[src/rtl/operand_select_fifo.sv]
// N-way ALU operand selector feeding a small FIFO; each push captures the chosen
// source word plus the raw select, and the ALU side pops operands one per cycle.
module operand_select_fifo #(
   parameter int DATA_W = 32,
   parameter int NUM_IN = 4,
   parameter int SEL_W  = 2,
   parameter int DEPTH  = 2
) (
   input  logic                        clk,
   input  logic                        reset,
   input  logic                        flush,
   input  logic [SEL_W-1:0]            sel_in,
   input  logic [NUM_IN*DATA_W-1:0]    data_in,
   input  logic                        in_valid,
   output logic                        in_ready,
   output logic [DATA_W-1:0]           out_data,
   output logic [SEL_W-1:0]            out_sel,
   output logic                        out_valid,
   input  logic                        out_ready,
   output logic [$clog2(DEPTH):0]      count,
   output logic                        sel_err
);

   localparam int PTR_W = $clog2(DEPTH);
   localparam int CNT_W = PTR_W + 1;

   logic [DATA_W-1:0] r_dataMem [DEPTH];
   logic [SEL_W-1:0]  r_selMem  [DEPTH];
   logic [PTR_W-1:0]  r_wptr;
   logic [PTR_W-1:0]  r_rptr;
   logic [CNT_W-1:0]  r_count;
   logic              r_selErr;

   logic              w_push;
   logic              w_pop;
   logic              w_selBad;
   logic [DATA_W-1:0] w_selData;

   // Out-of-range selects fall through the mux with the zero default.
   always_comb begin
      w_selData = '0;
      for (int k = 0; k < NUM_IN; k++) begin
         if (sel_in == SEL_W'(k)) begin
            w_selData = data_in[k*DATA_W +: DATA_W];
         end
      end
   end

   assign w_selBad  = ({1'b0, sel_in} >= (SEL_W+1)'(NUM_IN));
   assign in_ready  = (r_count < CNT_W'(DEPTH));
   assign out_valid = (r_count != '0);
   assign w_push    = in_valid & in_ready;
   assign w_pop     = out_valid & out_ready;

   assign out_data  = out_valid ? r_dataMem[r_rptr] : '0;
   assign out_sel   = out_valid ? r_selMem[r_rptr]  : '0;
   assign count     = r_count;
   assign sel_err   = r_selErr;

   // Payload storage needs no reset: empty slots are never visible on the outputs.
   always_ff @(posedge clk) begin
      if (w_push && !flush) begin
         r_dataMem[r_wptr] <= w_selData;
         r_selMem[r_wptr]  <= sel_in;
      end
   end

   always_ff @(posedge clk or posedge reset) begin
      if (reset) begin
         r_wptr   <= '0;
         r_rptr   <= '0;
         r_count  <= '0;
         r_selErr <= 1'b0;
      end else if (flush) begin
         r_wptr   <= '0;
         r_rptr   <= '0;
         r_count  <= '0;
         r_selErr <= 1'b0;
      end else begin
         r_selErr <= w_push & w_selBad;
         if (w_push) begin
            r_wptr <= r_wptr + PTR_W'(1);
         end
         if (w_pop) begin
            r_rptr <= r_rptr + PTR_W'(1);
         end
         case ({w_push, w_pop})
            2'b10:   r_count <= r_count + CNT_W'(1);
            2'b01:   r_count <= r_count - CNT_W'(1);
            default: r_count <= r_count;
         endcase
      end
   end

endmodule
[config.mk]
export PLATFORM = sky130hd
export DESIGN_NAME = operand_select_fifo
export DESIGN_NICKNAME = d
export VERILOG_FILES = /design/src/rtl/operand_select_fifo.sv
export SDC_FILE = /design/constraint.sdc
export NUM_CORES = 1
export LEC_CHECK = 0
export CAP_MARGIN = 20
export CORE_MARGIN = 2
export CORE_UTILIZATION = 40
export CTS_BUF_LIST = sky130_fd_sc_hd__clkbuf_4
export CTS_CLUSTER_DIAMETER = 150
export DETAILED_ROUTE_END_ITERATION = 10
export GPL_ROUTABILITY_DRIVEN = 0
export GPL_TIMING_DRIVEN = 0
export PLACE_DENSITY = 0.84
export SETUP_SLACK_MARGIN = 0.4
export SYNTH_ARGS = -nofsm -noshare
export SYNTH_HDL_FRONTEND = slang
export SYNTH_SLANG_ARGS = --single-unit
[constraint.sdc]
create_clock -name clk -period 4.95 [get_ports clk]
set_input_delay 0.99 -clock clk [delete_from_list [all_inputs] [get_ports clk]]
set_output_delay 0.99 -clock clk [all_outputs]
set_load 0.03 [all_outputs]
### Signal wires on met3

The bar under the picture is 20 um long.
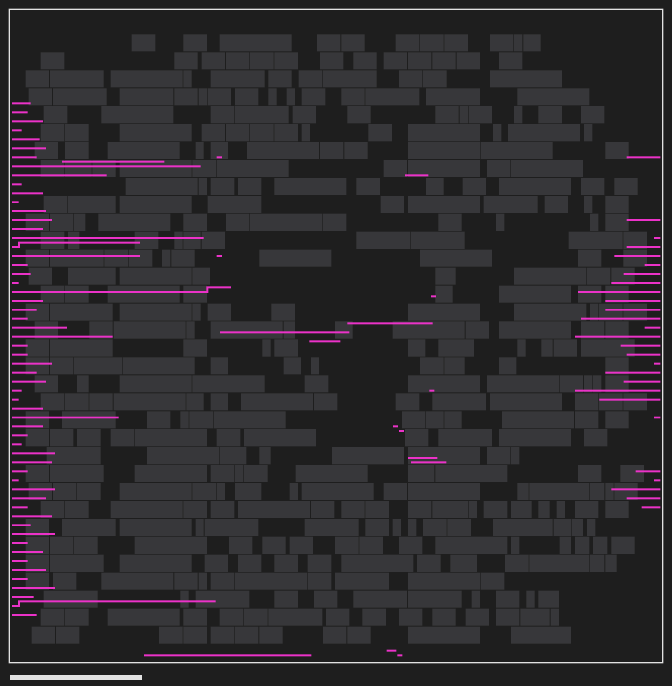
The layer carries 623 um of wire. The wires run mostly horizontal.

### Routing congestion map

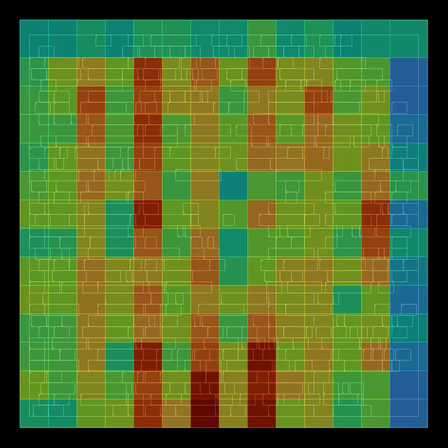
met1 Use GR: 19.6%
met2 Resource Use GR: 34.8%
final design utilization: 65.4%

### Metal layers overlaid

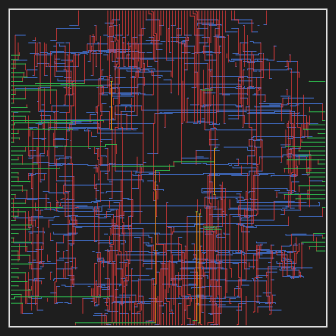
M3: shown in green, wire length 623 um. M4: shown in orange, wire length 145 um. M1: shown in blue, wire length 3100 um. M2: shown in red, wire length 4940 um.
drt total wl: 8.80 mm
vias: 2550
Avg WL per Cell: 17.2 um

==> reports/metrics.csv <==
metric,value,unit
status,"finished, final reports clean",
cp.depth,4,
sw_frac_of_total,25.2,%
initial_core_util,41.2,%
power_density,266,mW/mm^2
hold_buffers,0,
route.detailed.drc,0,
grt_max_degree,14,
top_cells_by_area,"edfxtp_1, mux4_2, mux2i_1, nor2_1, dfrtp_1",
hpwl,7.08,mm
ys_area,0.00360,mm^2
worstHoldStart,r_wptr,
critPathKind,reg2out,
cts_max_level,3,
vias_per_cell,4.99,
drive_above_1_share,16.9,%
diodes,0,
ff_latch_area,0.00214,mm^2
layout.nets,533,
hold_class,reg2reg,
syn_area_per_cell,17.2,um^2
yosys_warnings,0,
fp.dieW,98.8,um
top_area_share,56.8,%
start_kind,flip-flop,
slew_headroom,56.3,%
die_area,0.00977,mm^2
cts-resized-gates,0,
peakVddDrop,0.000130,V
tool_warnings,26,
ys_types,21,
fin_crit,3.43,ns
synthesis.area,0.00360,mm^2
period_used_share,69.3,%
rrSetupSlack,3.13,ns
fillers,643,
cpMostUsedCell,nor2_1,
cts_made_buffers,9,
clkPwrFrac,26.9,%
grt_pass1_vias,2765,
fp.coreArea,0.00872,mm^2
drv_cap,0,
fp_nets,344,
setup_violations,0,
max_freq,292,MHz
grt.total_usage,18.4,%
layoutNonFillerInstCount,511,
startpoint,count[1],
final_area,0.00570,mm^2
whs_path_depth,2,
critPathTopFamily,buffers and inverters,
io_pins,174,
netSwitchingPower,0.383,mW
synth_seq_share,59.5,%
timing.rr.end,r_dataMem[1][31],
place_inst,495,
fin_hold_ws,0.610,ns
lay_top_count,clkdlybuf4s50_1,
overflow,0,
slowest_stage,clkdlybuf4s50_1,
clockRootBuffer,clkbuf_4,
antenna_found_initial,0,
largest_area_cell,edfxtp_1,
crit_fanout,10,
dr.pass1.iters,4,
setup-tns-final,0,ns
synth-seq-cells,72,
grt_pass1_wl,13.6,mm
power_frac_seq,47.1,%
cts_tree,built,
synthCells,209,
-- registers in the layout (all words and copies together) (netlist names) --
| register | count |
|---|---|
| r_rptr | 1 |
| r_dataMem | 64 |
| count | 2 |
| r_wptr | 1 |
| r_selMem | 4 |
-- kinds of logic after synthesis --
kind of cell / Yosys count / synth area share, %
AND-OR/OR-AND: 5 / 0.765
XOR/XNOR: 2 / 0.487
buffers and inverters: 18 / 4.10
flip-flops: 72 / 59.5
multiplexers: 67 / 30.0
other: 1 / 0.104
AND/OR/NAND/NOR: 44 / 5.01
-- layer usage --
layer | track usage (%) | up-vias | wire length [um]
met1 | 19.6 | 1229 | 3100
li1 | - | 1204 | -
met5 | 0 | - | 0
met2 | 34.8 | 106 | 4940
met3 | 4.40 | 11 | 622
met4 | 6.85 | 0 | 144
-- area by class of cell --
| type | instances | share of cell area (%) |
|---|---|---|
| inverter | 3 | 0.197 |
| buffer | 15 | 2.39 |
| clock buffer | 9 | 1.18 |
| sequential | 72 | 37.6 |
| multi-input combinational | 119 | 23.1 |
| tap | 108 | 2.37 |
| timing repair buffer | 178 | 31.5 |
| clock inverter | 7 | 1.69 |
-- cell usage after synthesis --
library cell / instances
a21o_1: 1
a21oi_1: 2
buf_12: 3
buf_2: 7
buf_4: 4
buf_6: 1
conb_1: 1
dfrtp_1: 4
edfxtp_1: 68
inv_1: 3
mux2i_1: 35
mux4_1: 2
mux4_2: 30
nand2_1: 1
nand2b_1: 2
nor2_1: 37
nor2b_1: 2
nor3_1: 1
nor3b_1: 1
o21ai_0: 2
xor2_1: 2
-- power groups by stage --
stage	clock (mW)	sequential, mW	combinational, mW
after global routing	0.439	0.718	0.419
after global placement	0	0.731	0.381
final	0.407	0.715	0.395
after detailed placement	0	0.729	0.397
after CTS	0.416	0.715	0.399
after floorplan	0	0.731	0.195
Power is estimated from default activity; no workload was simulated.
